$ cat src/rtl/hc194_seq_ctrl_if.sv
// Word-in / HC_194-drive bundle for hc194_seq_ctrl.
// With HC194_SHL_EN defined the bundle also carries the shift-direction input dir.
interface hc194_seq_ctrl_if #(
  parameter int DATA_W = 8
);
  logic [DATA_W-1:0] in_data;
  logic              in_valid;
  logic              in_ready;
  logic              ser_mode;
`ifdef HC194_SHL_EN
  logic              dir;
`endif
  logic              S1;
  logic              S0;
  logic              DSR;
  logic              DSL;
  logic              D0;
  logic              D1;
  logic              D2;
  logic              D3;
  logic              nib_strobe;
  logic              busy;

`ifdef HC194_SHL_EN
  modport master (
    output in_data, in_valid, ser_mode, dir,
    input  in_ready, S1, S0, DSR, DSL, D0, D1, D2, D3, nib_strobe, busy
  );
  modport slave (
    input  in_data, in_valid, ser_mode, dir,
    output in_ready, S1, S0, DSR, DSL, D0, D1, D2, D3, nib_strobe, busy
  );
`else
  modport master (
    output in_data, in_valid, ser_mode,
    input  in_ready, S1, S0, DSR, DSL, D0, D1, D2, D3, nib_strobe, busy
  );
  modport slave (
    input  in_data, in_valid, ser_mode,
    output in_ready, S1, S0, DSR, DSL, D0, D1, D2, D3, nib_strobe, busy
  );
`endif
endinterface

$ cat src/rtl/hc194_seq_ctrl.sv
// Splits accepted words into nibbles and writes each into an HC_194 by parallel load or four shifts.
// Optional macro HC194_SHL_EN adds a dir input selecting shift-left for serial transfers.
module hc194_seq_ctrl #(
  parameter int DATA_W   = 8,
  parameter int HOLD_CYC = 2
) (
  input logic             Clk,
  input logic             MR,
  hc194_seq_ctrl_if.slave ctrl_if
);

  localparam int NIB   = DATA_W / 4;
  localparam int NIB_W = (NIB > 1) ? $clog2(NIB) : 1;
  localparam int CNT_W = $clog2(HOLD_CYC + 4);

  localparam logic [NIB_W-1:0] LAST_NIB  = NIB_W'(NIB - 1);
  localparam logic [CNT_W-1:0] LAST_BIT  = CNT_W'(3);
  localparam logic [CNT_W-1:0] LAST_HOLD = CNT_W'(HOLD_CYC - 1);
  localparam logic [CNT_W-1:0] CNT_ONE   = CNT_W'(1);
  localparam logic [NIB_W-1:0] NIB_ONE   = NIB_W'(1);

  typedef enum logic [1:0] {
    IDLE  = 2'd0,
    LOAD  = 2'd1,
    SHIFT = 2'd2,
    HOLD  = 2'd3
  } state_e;

  state_e            state_q, state_d;
  logic [NIB_W-1:0]  nib_q,   nib_d;
  logic [CNT_W-1:0]  cnt_q,   cnt_d;
  logic [DATA_W-1:0] word_q,  word_d;
  logic              mode_q,  mode_d;
  logic              dir_q,   dir_d;

  logic              in_ready_int;
  logic              accept;
  logic              dir_in;

  // Output stage: next-cycle values and their registers
  logic [1:0]        s_d,      s_q;
  logic [3:0]        d_d,      d_q;
  logic              dsr_d,    dsr_q;
  logic              dsl_d,    dsl_q;
  logic              strobe_d, strobe_q;
  logic              busy_d,   busy_q;

  logic [3:0]        nib_arr [NIB];
  logic [3:0]        cur_nib;
  logic [1:0]        bit_sel;

  assign in_ready_int    = (state_q == IDLE) && !MR;
  assign accept          = ctrl_if.in_valid && in_ready_int;
  assign ctrl_if.in_ready = in_ready_int;

`ifdef HC194_SHL_EN
  assign dir_in = ctrl_if.dir;
`else
  assign dir_in = 1'b0;
`endif

  // State register
  always_ff @(posedge Clk) begin
    if (MR) begin
      state_q <= IDLE;
      nib_q   <= '0;
      cnt_q   <= '0;
      word_q  <= '0;
      mode_q  <= 1'b0;
      dir_q   <= 1'b0;
    end else begin
      state_q <= state_d;
      nib_q   <= nib_d;
      cnt_q   <= cnt_d;
      word_q  <= word_d;
      mode_q  <= mode_d;
      dir_q   <= dir_d;
    end
  end

  // Next-state logic; cnt counts shift bits in SHIFT and hold cycles in HOLD
  always_comb begin
    state_d = state_q;
    nib_d   = nib_q;
    cnt_d   = cnt_q;
    word_d  = word_q;
    mode_d  = mode_q;
    dir_d   = dir_q;
    unique case (state_q)
      IDLE: begin
        if (accept) begin
          word_d  = ctrl_if.in_data;
          mode_d  = ctrl_if.ser_mode;
          dir_d   = dir_in;
          nib_d   = '0;
          cnt_d   = '0;
          state_d = ctrl_if.ser_mode ? SHIFT : LOAD;
        end
      end
      LOAD: begin
        cnt_d   = '0;
        state_d = HOLD;
      end
      SHIFT: begin
        if (cnt_q == LAST_BIT) begin
          cnt_d   = '0;
          state_d = HOLD;
        end else begin
          cnt_d = cnt_q + CNT_ONE;
        end
      end
      HOLD: begin
        if (cnt_q == LAST_HOLD) begin
          cnt_d = '0;
          if (nib_q != LAST_NIB) begin
            nib_d   = nib_q + NIB_ONE;
            state_d = mode_q ? SHIFT : LOAD;
          end else begin
            state_d = IDLE;
          end
        end else begin
          cnt_d = cnt_q + CNT_ONE;
        end
      end
      default: state_d = IDLE;
    endcase
  end

  for (genvar gi = 0; gi < NIB; gi++) begin : g_nib
    assign nib_arr[gi] = word_d[gi*4 +: 4];
  end

  assign cur_nib = nib_arr[nib_d];
  assign bit_sel = cnt_d[1:0];

  // Outputs are decoded from the next state so the registered pins line up with the FSM
  always_comb begin
    s_d      = 2'b00;
    d_d      = 4'b0000;
    dsr_d    = 1'b0;
    dsl_d    = 1'b0;
    strobe_d = 1'b0;
    busy_d   = (state_d != IDLE);
    unique case (state_d)
      LOAD: begin
        s_d = 2'b11;
        d_d = cur_nib;
      end
      SHIFT: begin
        if (dir_d) begin
          s_d   = 2'b10;
          dsl_d = cur_nib[bit_sel];
        end else begin
          s_d   = 2'b01;
          dsr_d = cur_nib[~bit_sel];
        end
      end
      HOLD:    strobe_d = 1'b1;
      default: s_d = 2'b00;
    endcase
  end

  always_ff @(posedge Clk) begin
    if (MR) begin
      s_q      <= 2'b00;
      d_q      <= 4'b0000;
      dsr_q    <= 1'b0;
      dsl_q    <= 1'b0;
      strobe_q <= 1'b0;
      busy_q   <= 1'b0;
    end else begin
      s_q      <= s_d;
      d_q      <= d_d;
      dsr_q    <= dsr_d;
      dsl_q    <= dsl_d;
      strobe_q <= strobe_d;
      busy_q   <= busy_d;
    end
  end

  assign ctrl_if.S1         = s_q[1];
  assign ctrl_if.S0         = s_q[0];
  assign ctrl_if.D0         = d_q[0];
  assign ctrl_if.D1         = d_q[1];
  assign ctrl_if.D2         = d_q[2];
  assign ctrl_if.D3         = d_q[3];
  assign ctrl_if.DSR        = dsr_q;
  assign ctrl_if.DSL        = dsl_q;
  assign ctrl_if.nib_strobe = strobe_q;
  assign ctrl_if.busy       = busy_q;

endmodule

$ cat src/flat_wrapper.sv
// flat-port wrapper written by rule: the top's interface ports become plain ports
module hc194_seq_ctrl_flat 
#(
  parameter int DATA_W   = 8,
  parameter int HOLD_CYC = 2
)
  (Clk, MR, ctrl_if_in_data, ctrl_if_in_valid, ctrl_if_ser_mode, ctrl_if_in_ready, ctrl_if_S1, ctrl_if_S0, ctrl_if_DSR, ctrl_if_DSL, ctrl_if_D0, ctrl_if_D1, ctrl_if_D2, ctrl_if_D3, ctrl_if_nib_strobe, ctrl_if_busy);
  hc194_seq_ctrl_if #(.DATA_W(DATA_W)) ctrl_if_i ();
  input logic Clk;
  input logic MR;
  input wire logic [$bits(ctrl_if_i.in_data)-1:0] ctrl_if_in_data;
  input wire logic [$bits(ctrl_if_i.in_valid)-1:0] ctrl_if_in_valid;
  input wire logic [$bits(ctrl_if_i.ser_mode)-1:0] ctrl_if_ser_mode;
  output wire logic [$bits(ctrl_if_i.in_ready)-1:0] ctrl_if_in_ready;
  output wire logic [$bits(ctrl_if_i.S1)-1:0] ctrl_if_S1;
  output wire logic [$bits(ctrl_if_i.S0)-1:0] ctrl_if_S0;
  output wire logic [$bits(ctrl_if_i.DSR)-1:0] ctrl_if_DSR;
  output wire logic [$bits(ctrl_if_i.DSL)-1:0] ctrl_if_DSL;
  output wire logic [$bits(ctrl_if_i.D0)-1:0] ctrl_if_D0;
  output wire logic [$bits(ctrl_if_i.D1)-1:0] ctrl_if_D1;
  output wire logic [$bits(ctrl_if_i.D2)-1:0] ctrl_if_D2;
  output wire logic [$bits(ctrl_if_i.D3)-1:0] ctrl_if_D3;
  output wire logic [$bits(ctrl_if_i.nib_strobe)-1:0] ctrl_if_nib_strobe;
  output wire logic [$bits(ctrl_if_i.busy)-1:0] ctrl_if_busy;
  assign ctrl_if_i.in_data = ctrl_if_in_data;
  assign ctrl_if_i.in_valid = ctrl_if_in_valid;
  assign ctrl_if_i.ser_mode = ctrl_if_ser_mode;
  assign ctrl_if_in_ready = ctrl_if_i.in_ready;
  assign ctrl_if_S1 = ctrl_if_i.S1;
  assign ctrl_if_S0 = ctrl_if_i.S0;
  assign ctrl_if_DSR = ctrl_if_i.DSR;
  assign ctrl_if_DSL = ctrl_if_i.DSL;
  assign ctrl_if_D0 = ctrl_if_i.D0;
  assign ctrl_if_D1 = ctrl_if_i.D1;
  assign ctrl_if_D2 = ctrl_if_i.D2;
  assign ctrl_if_D3 = ctrl_if_i.D3;
  assign ctrl_if_nib_strobe = ctrl_if_i.nib_strobe;
  assign ctrl_if_busy = ctrl_if_i.busy;
  hc194_seq_ctrl #(.DATA_W(DATA_W), .HOLD_CYC(HOLD_CYC)) u_core (.Clk(Clk), .MR(MR), .ctrl_if(ctrl_if_i));
endmodule
$ cat config.mk
export PLATFORM = sky130hd
export DESIGN_NAME = hc194_seq_ctrl_flat
export DESIGN_NICKNAME = d
export VERILOG_FILES = /design/src/rtl/hc194_seq_ctrl_if.sv /design/src/rtl/hc194_seq_ctrl.sv /design/src/flat_wrapper.sv
export SDC_FILE = /design/constraint.sdc
export NUM_CORES = 1
export LEC_CHECK = 0
export CAP_MARGIN = 0
export CORE_MARGIN = 3
export CORE_UTILIZATION = 45
export DETAILED_ROUTE_END_ITERATION = 16
export PLACE_DENSITY = 0.7
export SYNTH_ARGS = -nofsm -noshare
export SYNTH_HDL_FRONTEND = slang
export SYNTH_SLANG_ARGS = --single-unit
$ cat constraint.sdc
create_clock -name Clk -period 2.7 [get_ports Clk]
set_input_delay 0.54 -clock Clk [delete_from_list [all_inputs] [get_ports Clk]]
set_output_delay 0.54 -clock Clk [all_outputs]
set_load 0.02 [all_outputs]
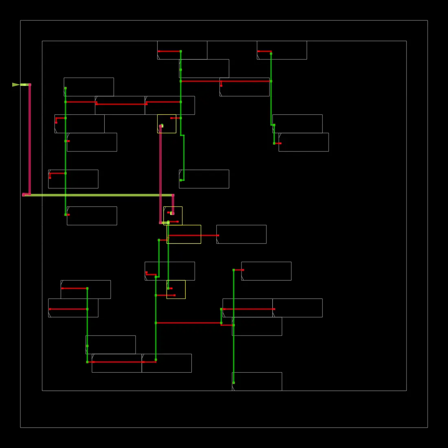
Fig. 1. Clock routing (run 1).
flip-flops: 26
Worst Skew: 0.00225 ns
power in the clock group: 192 uW
Latency at later pin: 0.31 ns
cts bufs inserted: 3

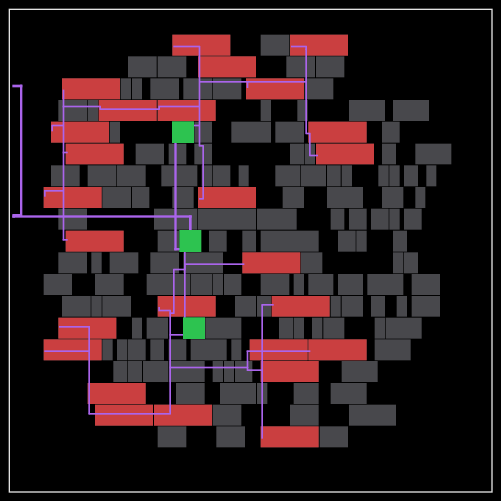
Fig. 2. Clock wires, drivers and flops (run 1).
(8 px per micron)
legend:
  clock-net drivers:
    colour: green
    count: 3
  clock wires:
    colour: purple
    length: 272 microns
  flip-flops:
    colour: red
    count: 26
routed clock nets: 4

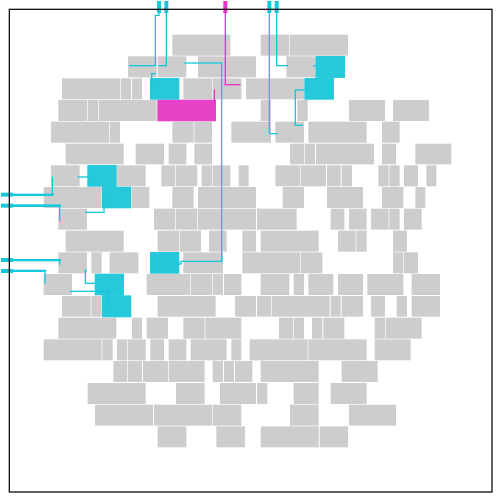
Fig. 3. Port wiring (run 1).
(8 px per micron)
legend:
  ctrl_if_DSR:
    colour: magenta
    direction: output
    edge: top
    end_cells: 1
    buffers: 1
    wire: 12.6 microns
  ctrl_if_in_data:
    colour: cyan
    direction: input
    edge: 4 top, 4 left
    end_cells: 8
    buffers: 8
    wire: 133 microns

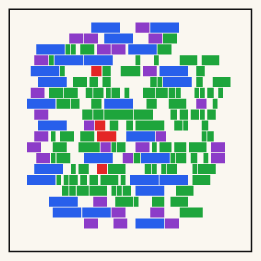
Fig. 4. Cell classes on the final placement (run 1).
(4 px per micron)
legend:
  clock drivers and dummy loads:
    colour: red
    cells: 4
    share_of_their_area: 2.3%
  remaining buffers and delay cells:
    colour: purple
    cells: 27
    share_of_their_area: 16%
  remaining logic cells:
    colour: green
    cells: 107
    share_of_their_area: 49%
  registers:
    colour: blue
    cells: 26
    share_of_their_area: 33%

==> results_slide.txt, run 1 <==
Run Summary

Floorplanning
  – Chip area: around 3600 sq um
  – FP Rows: 19
  – Init Core Util: 0.475
  – Die Wd: around 60 microns
  – Die height: roughly 60 microns
  – Core area: 2780 sq um

Logic synthesis
  – Cell Area, Synth: approximately 1300 sq um
  – Yosys warns: 0
  – XOR Share, Synth: 0
  – Post-synth ARST share: 0
  – Number of flops mapped to enable cells by yosys: 0
  – Fa+ha+maj area frac: 0.123
  – Seq share, synth: 0.394
  – Dominant synthesized flop cell: dfxtp_1
  – Syn_area_per_cell: between 9 and 10 sq um
  – Nets at Floorplan: between 150 and 200
  – Mux share: 0.0938
  – Synthesized instance count: 138

Timing
  – Worst-margin pin slew: approximately 0.49 ns
  – Min Tclk post-route: 2.53 ns
  – Final hold violations: 0
  – Setup Viol. Count Final: 0
  – Max-slew violations: 0
  – Relative slew slack: 0.669
  – Fin crit share: 0.935

Finish
  – Largest cell class by area: multi-input combinational cells
  – Inverters: 8
  – Layout buffering overhead excluding clock cells: 0.158
  – Top reg by flops: u_core.word_q
  – Logic Gate Count: 99
  – Most used logic cell in the final layout: dfxtp_1
  – Flop area: roughly 520 sq um
  – Share of layout cells above drive strength 1: 0.0976
  – Nets: 190
  – Clock buffers: 4
  – Area grow syn2layout: 23.5%
  – Fill cells: between 200 and 300
  – Non-clock buffers: 27
  – Max FFs per register: 8
  – Logic share of the area: 0.458
  – ClkCell Share: 0.0223
  – Sequential cell area share: 0.319

Run
  – Tool warnings: 35

Setup path
  – CP arrival: ~2 ns
  – CP max-delay cell: clkdlybuf4s50_1
  – Worst reg2reg path endpoint: u_core.ctrl_if.DSL$_SDFF_PP0_
  – Max incr delay on CP: 0.64 ns
  – Data required time of the worst path: about 2.2 ns
  – CP Buf/Inv Count: 2
  – Crit end category: primary output
  – WP depth: 4
  – Crit Path Max Fanout: 5
  – R2R depth: 8
  – CP startpoint: u_core.state_q[1]$_SDFF_PP0_
  – Worst setup endpoint: ctrl_if_in_ready
  – Critical path's top delay family: buffers and inverters
  – R2R setup slack: 0.33 ns

GRT
  – Global route overflow: 0
  – First-pass GRT wire length: about 4.3 mm
  – Met3 Use GR: 0.0238
  – All-layer global routing usage: 0.157
  – GR Layer Usage met1: 0.191
  – Met2 Usage GRT: 0.267

Place
  – Buffers on Ports: 22
  – Placed cell count: 191

Hold path
  – Worst hold path class: flip-flop to flip-flop
  – Hold endpoint: u_core.mode_q$_SDFFE_PP0P_

Clock tree
  – Clock slew at reported path FFs: 0.13 ns
  – Post-cts hold buffer count: 0
  – CTS tree: built
  – H-tree Lvls: 1
  – Clock Tree Root: clkbuf_4
  – Total setup buffers inserted after CTS: 0

Drt
  – DR WL/cell: around 14 microns
  – Final ANT Viol Nets: 0
  – Drt drc: 0
  – Total vias in the final route: about 1000
  – WL met3: 119 microns
  – Routed wire length: around 2.7 mm
  – Pre-antenna DRT Iters: 4

Run status
  – Outcome: finished clean

Power and ir drop
  – Cell area power density: 814 nW/um^2
  – Leak: around 0.00067 uW
  – Power, Total: between 1000 and 1500 uW
  – Maximum vdd drop: about 0.66 mV
-- run 1: where the power goes --
group | leakage, uW | internal, uW | switching (uW)
clock | 0.0000210 | 82.4 | 109
combinational | 0.000434 | 284 | 384
sequential | 0.000211 | 438 | 29.8
-- run 1: metrics by stage --
| stage | hold WS [ns] | cell area, sq um | util | setup WS (ns) |
|---|---|---|---|---|
| after floorplan | 0.449 | 1320 | - | 0.458 |
| after global placement | 0.464 | 1590 | 0.570 | 0.154 |
| after detailed placement | 0.467 | 1590 | 0.570 | 0.0890 |
| after CTS | 0.486 | 1620 | 0.583 | 0.167 |
| after global routing | 0.527 | 1630 | 0.586 | 0.0715 |
| final | 0.481 | 1630 | 0.586 | 0.175 |
==> run 1 -> run 2 <==
--- a/config.mk
+++ b/config.mk
@@ -6,10 +6,13 @@
 export NUM_CORES = 1
 export LEC_CHECK = 0
 export CAP_MARGIN = 0
+export CELL_PAD_IN_SITES_DETAIL_PLACEMENT = 0
+export CELL_PAD_IN_SITES_GLOBAL_PLACEMENT = 1
 export CORE_MARGIN = 3
-export CORE_UTILIZATION = 45
+export CORE_UTILIZATION = 39
 export DETAILED_ROUTE_END_ITERATION = 16
-export PLACE_DENSITY = 0.7
+export GPL_TIMING_DRIVEN = 0
+export PLACE_DENSITY_LB_ADDON = 0.1
 export SYNTH_ARGS = -nofsm -noshare
 export SYNTH_HDL_FRONTEND = slang
 export SYNTH_SLANG_ARGS = --single-unit
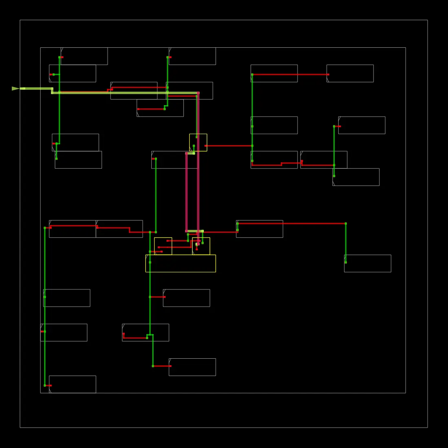
Fig. 5. Clock routing (run 2).
power in the clock group: 268 uW
Worst Skew: 0.00694 ns
clock sink count: 26
clock buffers: 3
Latency at later pin: 0.32 ns

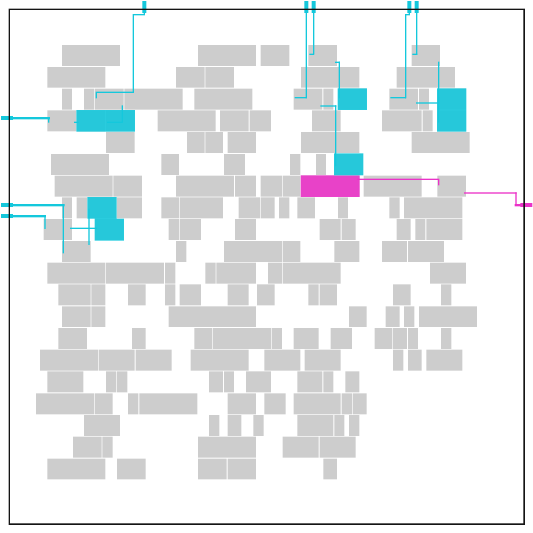
Fig. 6. Port wiring (run 2).
(8 px per micron)
I/O pins: 23
Buffers on Ports: 21

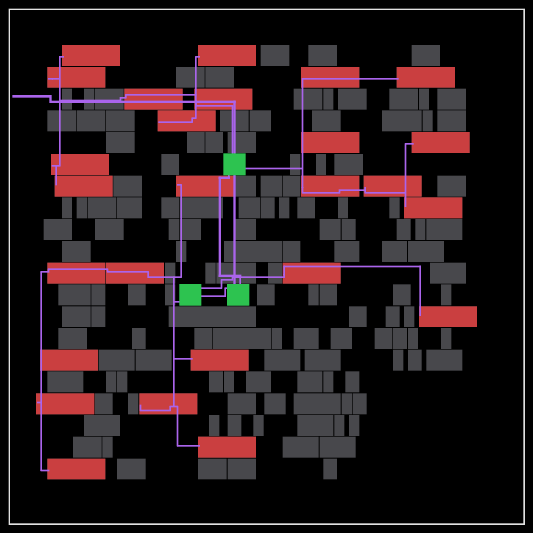
Fig. 7. Clock wires, drivers and flops (run 2).
(8 px per micron)
legend:
  clock wires:
    colour: purple
    length: 325 microns
  flip-flops:
    colour: red
    count: 26
  clock-net drivers:
    colour: green
    count: 3
routed clock nets: 4

==> results_slide.txt, run 2 <==
Run Summary

Run
  – Total of max-cap violations: 0
  – Tool warnings: 35 (unchanged)

Setup path
  – Worst setup endpoint: ctrl_if_in_ready
  – CP max-delay cell: clkdlybuf4s50_1
  – Data required time of the worst path: 2.16 ns (about the same)
  – R2R depth: 9 (+1)
  – Crit Path Max Fanout: 5 (unchanged)
  – Crit Path Category: flip-flop to primary output
  – Critical path startpoint category: flip-flop
  – Worst-path cell chain: inv_1, ha_1, nor2b_1, clkdlybuf4s50_1
  – Max incr delay on CP: 0.63 ns (about the same)
  – Crit end category: primary output
  – CP arrival: 2.01 ns (+0.02 ns)
  – Origin of the critical flop-to-flop path: u_core.state_q[0]$_SDFF_PP0_
  – R2R setup slack: 0.30 ns (-0.03 ns)
  – CP startpoint: u_core.state_q[1]$_SDFF_PP0_
  – Worst reg2reg path endpoint: u_core.ctrl_if.DSL$_SDFF_PP0_

Timing
  – Final hold violations: 0 (unchanged)
  – Fin crit share: 0.944 (+0.00859)
  – Relative slew slack: 0.657 (-0.0112)
  – Max-slew violations: 0 (unchanged)
  – Min Tclk post-route: 2.55 ns (+0.0232 ns)
  – Fin worst setup slack: 0.152 ns (-0.0232 ns)
  – Min Hold Slack: 0.393 ns (-0.0877 ns)
  – Worst-margin pin slew: 0.514 ns (+0.0222 ns)
  – Setup Viol. Count Final: 0 (unchanged)
  – RSZ-0062 raised after global routing: no
  – Highest clock rate: approximately 390 MHz
  – Setup TNS: 0 ns

Place
  – DP Area: 1590 sq um (about the same)
  – Routability cong.: approximately 0.81
  – Placed cell count: 203 (+6.3%)
  – Dpl ws: -0.0974 ns (-0.186 ns)
  – Post-DP HPWL: ~2.1 mm

Power and ir drop
  – Leak: 0.000661 uW (-0.83%)
  – Switch share: 0.378 (-0.0157)
  – Comb power: 652 uW (-2%)
  – Logic gate share of total power: 0.470 (-0.033)
  – Internal power: 863 uW (+7.3%)
  – Seq. pwr: 468 uW (about the same)
  – Clock power frac: 0.193 (+0.049)
  – Biggest consumer: combinational cells
  – Power, Total: 1390 uW (+4.6%)
  – Psw: 525 uW (+0.45%)
  – Sequential share of power: 0.337 (-0.015)
  – Cell area power density: 844 nW/um^2 (+3.7%)
  – Maximum vdd drop: 0.527 mV (-20%)

Clock tree
  – Post-cts hold buffer count: 0 (unchanged)
  – Clock slew at reported path FFs: 0.15 ns (+0.02 ns)
  – Clock Path Buffers: 2
  – Cts bufs inserted: 3 (unchanged)
  – H-tree Lvls: 1 (unchanged)
  – Clock Tree Root: clkbuf_4
  – CTS tree: built
  – Post-cts sizing count: 0
  – Total setup buffers inserted after CTS: 0 (unchanged)

Logic synthesis
  – Yosys warns: 0 (unchanged)
  – Top cells, area: dfxtp_1 39%, ha_1 12%, mux2i_1 8.3%
  – Nets at Floorplan: 163 (unchanged)
  – Top-area cell share: 0.394
  – Dominant synthesized flop cell: dfxtp_1
  – Synthesized instance count: 138 (unchanged)
  – Most common cell in the netlist: dfxtp_1
  – Post-synth ARST share: 0 (unchanged)
  – Ys flops: 26
  – Mux share: 0.0938 (unchanged)
  – Synth area leader: dfxtp_1
  – Cell Area, Synth: 1320 sq um (unchanged)
  – Simple share: 0.209
  – Number of flops mapped to enable cells by yosys: 0 (unchanged)
  – Synth Area in Compound Gates: 0.134
  – Synth logic family: simple AND/OR/NAND/NOR gates
  – Cell count in the Yosys report: around 140
  – Syn_area_per_cell: 9.57 sq um (unchanged)
  – Synth cell count leaders: 26 x dfxtp_1, 19 x nor2_1, 13 x ha_1, 11 x mux2i_1
  – Fa+ha+maj area frac: 0.123 (unchanged)
  – Seq share, synth: 0.394 (unchanged)
  – Unique cell types: 33
  – XOR Share, Synth: 0 (unchanged)
  – Yosys Chip Area: ~1300 sq um

Drt
  – Pre-antenna DRT Iters: 4 (unchanged)
  – Routed wire length: 2.68 mm (+1.2%)
  – Vias per cell: around 5
  – Drt drc: 0 (unchanged)
  – DR WL/cell: 13.0 microns (-4.6%)
  – Initial DRC count: 32
  – Total vias in the final route: 1031 (-0.39%)
  – Final ANT Viol Nets: 0 (unchanged)

Finish
  – Biggest regs: u_core.word_q (8), u_core.d_q (4), u_core.cnt_q (3)
  – Max FFs per register: 8 (unchanged)
  – Share of layout cells above drive strength 1: 0.0798 (-0.0178)
  – Final instance area: 1650 sq um (+0.92%)
  – Area grow syn2layout: 24.6%
  – Most used logic cell in the final layout: dfxtp_1
  – Nets: 189 (-0.53%)
  – Top cells excl fill/tap: 26 x dfxtp_1, 21 x clkdlybuf4s50_1, 19 x nor2_1
  – MI comb area: approximately 750 sq um
  – Final Non-Filler Cells: between 200 and 250
  – Fill cells: 319 (+27%)
  – Top reg by flops: u_core.word_q
  – Flop area: 520 sq um (unchanged)
  – Final core utilization: 0.526 (-0.0601)
  – # diodes: 0

GRT
  – First-pass GRT wire length: 4.77 mm (+11%)
  – Number of global-route vias before repair: around 1000
  – Global route overflow: 0 (unchanged)
  – Largest net degree at the start of global routing: 16
  – Initial antenna violation count: 0
  – All-layer global routing usage: 0.144 (-0.0129)

Floorplanning
  – FP Rows: 20 (+1)
  – Die height: 64.2 microns (+6.7%)
  – Chip area: 4120 sq um (+14%)
  – Core area: 3130 sq um (+12%)
  – Init Core Util: 0.422 (-0.0526)
  – Die Wd: 64.2 microns (+6.7%)

Hold path
  – Hold path cells: 2
  – Hold endpoint: u_core.ctrl_if.DSL$_SDFF_PP0_
  – Hold path startpoint: MR
  – Worst hold path class: primary input to flip-flop

Run status
  – Outcome: finished clean
run 2: cell counts after synthesis:
No cell type changed its count.
run 2: area by class of cell:
type / count / share of cell area
multi-input cells: 99 / 0.454
flip-flops and latches: 26 / 0.316
repair buffers: 21 / 0.128
well taps: 44 / 0.0335
clock inverters: 1 / 0.0183
plain buffers: 5 / 0.0183
inverters: 8 / 0.0183
clock buffers: 3 / 0.0137
run 2: critical path: cells and delay by family (launching register included):
family | cells | cell delay, ns
flops | 1 | 0.39
fa+ha+maj | 1 | 0.31
simple gates | 1 | 0.23
buf+inv | 2 | 0.75
run 2: per-layer routing:
layer	up-vias	track usage	wire (microns)
li1	532	-	-
met1	482	0.189	1310
met2	13	0.241	1280
met3	4	0.0264	62
met4	0	0.0396	36
met5	-	0	0
==> run 2 -> run 3 <==
--- a/config.mk
+++ b/config.mk
@@ -13,6 +13,7 @@
 export DETAILED_ROUTE_END_ITERATION = 16
 export GPL_TIMING_DRIVEN = 0
 export PLACE_DENSITY_LB_ADDON = 0.1
+export SKIP_CTS_REPAIR_TIMING = 1
 export SYNTH_ARGS = -nofsm -noshare
 export SYNTH_HDL_FRONTEND = slang
 export SYNTH_SLANG_ARGS = --single-unit
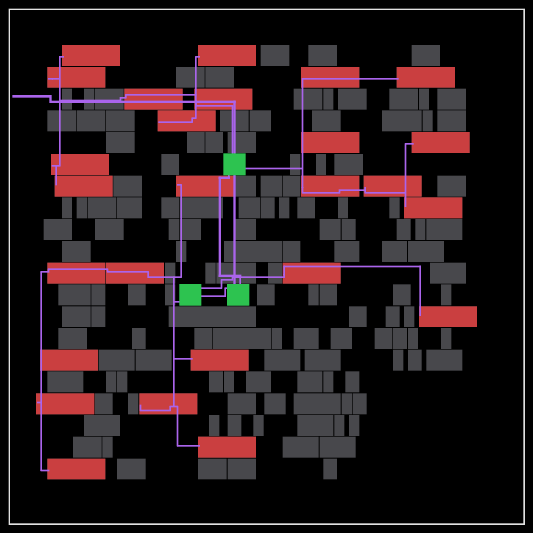
Fig. 8. Clock wires, drivers and flops (run 3).
(8 px per micron)
legend:
  flip-flops:
    colour: red
    count: 26
  clock wires:
    colour: purple
    length: 325 microns
  clock-net drivers:
    colour: green
    count: 3
routed clock nets: 4

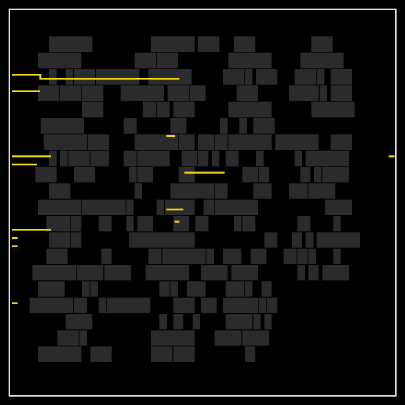
Fig. 9. Met3 routing (run 3).
(6 px per micron) Cells faint in the background.
nets with wire on the layer: 11
longest straight run: 23.0 microns

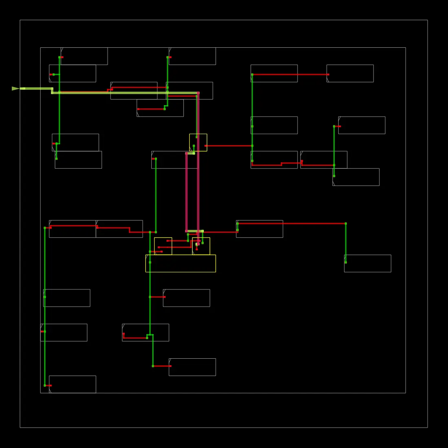
Fig. 10. Clock routing (run 3).

==> results_slide.txt, run 3 <==
Run Summary

Setup path
  – CP Buf/Inv Count: 2 (unchanged)
  – CP max-delay cell: clkdlybuf4s50_1
  – Crit Path Max Fanout: 5 (unchanged)
  – Crit end category: primary output
  – Worst-path cell chain: inv_1, ha_1, nor2b_1, clkdlybuf4s50_1
  – Max incr delay on CP: 0.63 ns (about the same)
  – Critical path's top delay family: buffers and inverters
  – Critical path startpoint category: flip-flop

Clock tree
  – Latency at later pin: 0.32 ns (about the same)
  – Clock Path Buffers: 2 (unchanged)
  – Clock slew at reported path FFs: 0.15 ns (about the same)
  – Clock sink count: 26 (unchanged)
  – CTS tree: built
  – Cts bufs inserted: 3 (unchanged)

Finish
  – ClkCell Share: 0.0319 (unchanged)
  – Max FFs per register: 8 (unchanged)
  – Flip-flops: 26 (unchanged)
  – Non-clock buffers: 26 (unchanged)
  – Sequential cell area share: 0.316 (unchanged)
  – Top reg by flops: u_core.word_q
  – Final instance area: 1650 sq um (unchanged)
  – Share of layout cells above drive strength 1: 0.0798 (unchanged)
  – Top cells excl fill/tap: 26 x dfxtp_1, 21 x clkdlybuf4s50_1, 19 x nor2_1
  – Layout buffering overhead excluding clock cells: 0.146 (unchanged)
  – Area grow syn2layout: 24.6% (unchanged)
  – Most used logic cell in the final layout: dfxtp_1
  – Largest cell class by area: multi-input combinational cells
  – Final Non-Filler Cells: 207 (unchanged)
  – Logic share of the area: 0.454 (unchanged)

Place
  – Placed cell count: 203 (unchanged)
  – Dpl ws: -0.0974 ns (unchanged)
  – Post-DP HPWL: 2.13 mm (unchanged)
  – Buffers on Ports: 21 (unchanged)

Power and ir drop
  – Seq. pwr: 468 uW (about the same)
  – Psw: 525 uW (unchanged)
  – Power in the clock group: 268 uW (about the same)
  – Maximum vdd drop: 0.527 mV (unchanged)
  – Biggest consumer: combinational cells
  – Switch share: 0.378 (unchanged)
  – Leak: 0.000661 uW (unchanged)
  – Cell area power density: 844 nW/um^2 (unchanged)
  – Internal power: 863 uW (unchanged)
  – Clock power frac: 0.193 (about the same)

Floorplanning
  – Tap cells: 44 (unchanged)
  – Chip area: 4120 sq um (unchanged)
  – Die height: 64.2 microns (unchanged)
  – Core area: 3130 sq um (unchanged)
  – Init Core Util: 0.422 (unchanged)

GRT
  – GR Layer Usage met1: 0.189 (unchanged)
  – Largest net degree at the start of global routing: 16 (unchanged)
  – Number of global-route vias before repair: 1040 (unchanged)
  – Initial antenna violation count: 0 (unchanged)
  – All-layer global routing usage: 0.144 (unchanged)
  – Most Used Layer, Global Route: met2

Logic synthesis
  – Yosys Chip Area: 1320 sq um (unchanged)
  – Nets at Floorplan: 163 (unchanged)
  – Seq share, synth: 0.394 (unchanged)
  – Top cells, area: dfxtp_1 39%, ha_1 12%, mux2i_1 8.3%
  – Top-area cell share: 0.394 (unchanged)
  – XOR Share, Synth: 0 (unchanged)
  – Ys flops: 26 (unchanged)
  – Post-synth ARST share: 0 (unchanged)
  – Cell count in the Yosys report: 138 (unchanged)
  – Dominant synthesized flop cell: dfxtp_1
  – Unique cell types: 33 (unchanged)
  – Yosys warns: 0 (unchanged)
  – Simple share: 0.209 (unchanged)
  – Synth cell count leaders: 26 x dfxtp_1, 19 x nor2_1, 13 x ha_1, 11 x mux2i_1
  – Mux share: 0.0938 (unchanged)

Run
  – Total of max-cap violations: 0 (unchanged)
  – Tool warnings: 35 (unchanged)

Timing
  – Relative slew slack: 0.657 (unchanged)
  – Min Hold Slack: 0.393 ns (unchanged)
  – Setup TNS: 0 ns (unchanged)
  – Worst-margin pin slew: 0.514 ns (unchanged)
  – Fin crit share: 0.944 (unchanged)
  – Min Tclk post-route: 2.55 ns (unchanged)
  – RSZ-0062 raised after global routing: no
  – Fin worst setup slack: 0.152 ns (unchanged)
  – Highest clock rate: 392 MHz (unchanged)
  – Final hold violations: 0 (unchanged)
  – Worst Skew: 0.00694 ns (unchanged)

Hold path
  – Worst hold path class: primary input to flip-flop

Run status
  – Outcome: finished clean

Drt
  – Vias per cell: 4.98 (unchanged)
  – DR WL/cell: 13.0 microns (unchanged)
  – Total vias in the final route: 1031 (unchanged)
  – Drt drc: 0 (unchanged)
  – Routed wire length: 2.68 mm (unchanged)
==> run 3: final timing paths <==
| path | from | end | slack [ns] | cells after the start |
|---|---|---|---|---|
| worst min-delay path | MR | u_core.ctrl_if.DSL$_SDFF_PP0_ | 0.39 | 2 |
| worst min register to register | u_core.mode_q$_SDFFE_PP0P_ | u_core.mode_q$_SDFFE_PP0P_ | 0.49 | 2 |
| worst max register to register | u_core.state_q[0]$_SDFF_PP0_ | u_core.ctrl_if.DSL$_SDFF_PP0_ | 0.30 | 9 |
| worst max-delay path | u_core.state_q[1]$_SDFF_PP0_ | ctrl_if_in_ready | 0.15 | 4 |
==> run 3: layer usage <==
layer,up-vias,wire (microns)
met3,4,62
met2,13,1280
met1,482,1310
met4,0,36
li1,532,-
met5,-,0
Power is estimated from default activity; no workload was simulated.
